==> images/density.png <==
Scale bar: 50 um. 20 x 20 tiles, from black (low) to pale yellow (high), 0 to 100% covered.
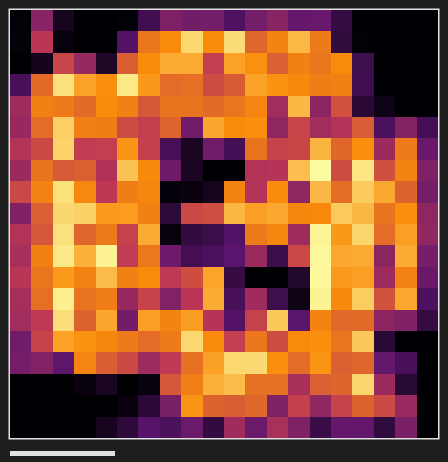
==> images/met2.png <==
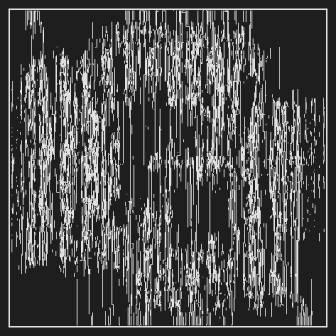
==> images/met1.png <==
Scale bar: 50 um.
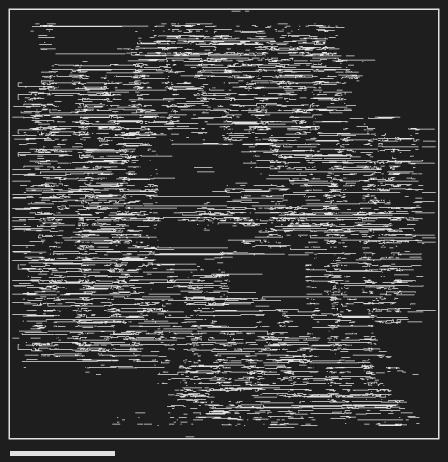
==> images/final_congestion.png <==
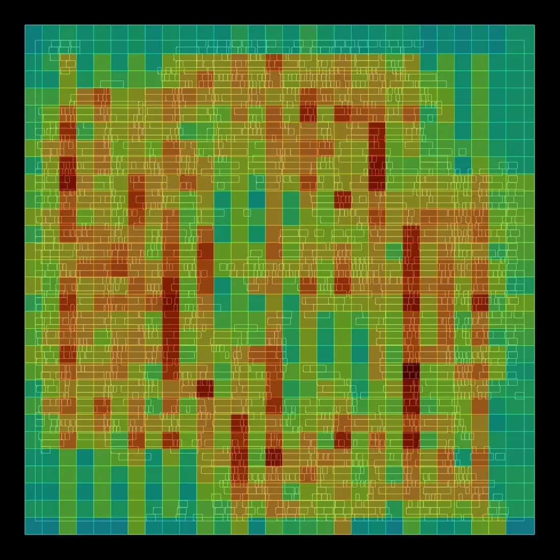
==> config.mk <==
export PLATFORM = sky130hd
export DESIGN_NAME = csr_queue
export DESIGN_NICKNAME = d
export VERILOG_FILES = /design/src/rtl/csr_queue.sv
export SDC_FILE = /design/constraint.sdc
export NUM_CORES = 1
export LEC_CHECK = 0
export ABC_AREA = 1
export CAP_MARGIN = 40
export CORE_MARGIN = 4
export CORE_UTILIZATION = 45
export CTS_CLUSTER_DIAMETER = 100
export DETAILED_ROUTE_END_ITERATION = 8
export PLACE_DENSITY = 0.73
export SETUP_SLACK_MARGIN = 0.02
export SLEW_MARGIN = 20
export SYNTH_ARGS = -nofsm -noshare
export SYNTH_HDL_FRONTEND = slang
export SYNTH_SLANG_ARGS = --single-unit
export TNS_END_PERCENT = 1
==> constraint.sdc <==
create_clock -name clk_i -period 8.5 [get_ports clk_i]
set_input_delay 2.55 -clock clk_i [delete_from_list [all_inputs] [get_ports clk_i]]
set_output_delay 2.55 -clock clk_i [all_outputs]
set_load 0.03 [all_outputs]
==> changes_impl.md <==
### Physical design

* Outcome: finished clean
* Max Cap Viol at 0
* Mux frac, synth at 0%
* WL/cell at 19.4 um
* Buf/Inv on CP at 3
* Worst clock skew at 9.14 ps
* Number of I/O port buffers at 226
* Area Growth Syn to Fin at 21.6%
* Dominant flop cell: edfxtp_1
* Setup Viol. Count Final at 0
* Simple share at 26.6%
* Pin count of the biggest net entering global routing at 78
* Routed length on met3 at 3.83 mm
* Hold-critical path depth at 2
* DRC marker count from the first detailed-route iteration at 1019
* Net Count, Synth at 1812
* Fin crit period at 6650 ps
* Worst setup EP type: primary output
* Post-Synth AOI/OAI Area at 0.122%
* Comb/total area at 23.0%
* Flop2flop setup slack at 4660 ps
* Root buffer cell: clkbuf_16
* Flop area at 0.0112 sq mm
* Period utilization at 78.2%
* Vias in the first global route at 12900
* R2R cell count at 14
* Hold WC Path Type: register to register
* Fraction of area in clock buffers and inverters at 6.16%
* Overall global routing resource usage at 21.3%
* Adders+Majority by Area at 0.503%
* Largest register FFs at 256
* Max power group: sequential cells
* Die H at 205 um
* Worst-path fanout max at 5
* Log Warnings at 88
* Overflow after GRT at 0
* Asr flop ratio synth at 21.6%
About density.png:
tiles over 75% full: 21%
mean over tiles: 49%
nearly empty tiles: 12%
emptiest ninth of the die: north-east
total core area: 0.0379 sq mm
fp util: 45.9%
Core Util, Final: 55.8%

About met2.png:
main direction: vertical
share of all routed wire: 49%
routed via count: 13000
Routed WL: 44.9 mm

About met1.png:
main direction: horizontal
nets with wire on the layer: 1661
met1 global-route usage: 28.7%

About final_congestion.png:
met2 Use GR: 36.3%
GR Layer Usage met3: 3.07%

[metrics by stage]
stage / total power (uW) / hold slack, ps / instances / area (sq um)
floorplan: 3320 / 614 / 1667 / 17400
global placement: 3910 / 518 / 2223 / 19600
detailed placement: 3950 / 518 / 2234 / 19800
CTS: 5690 / 535 / 2309 / 21100
global route: 5910 / 558 / 2312 / 21200
finish: 5650 / 527 / 2312 / 21200
[cell usage after synthesis, drive strengths merged (2+ instances only)]
cell type  instances  area [sq um]
ha                 7          87.6
o21ai              2          10.0
nor2              10          50.1
nand3            315          1580
nand2            409          1550
clkbuf            80           300
nand4            230          1440
inv              101           379
dfrtp             84          2100
edfxtp           304          9130
buf              122           763
Power and IR drop assume default switching activity.
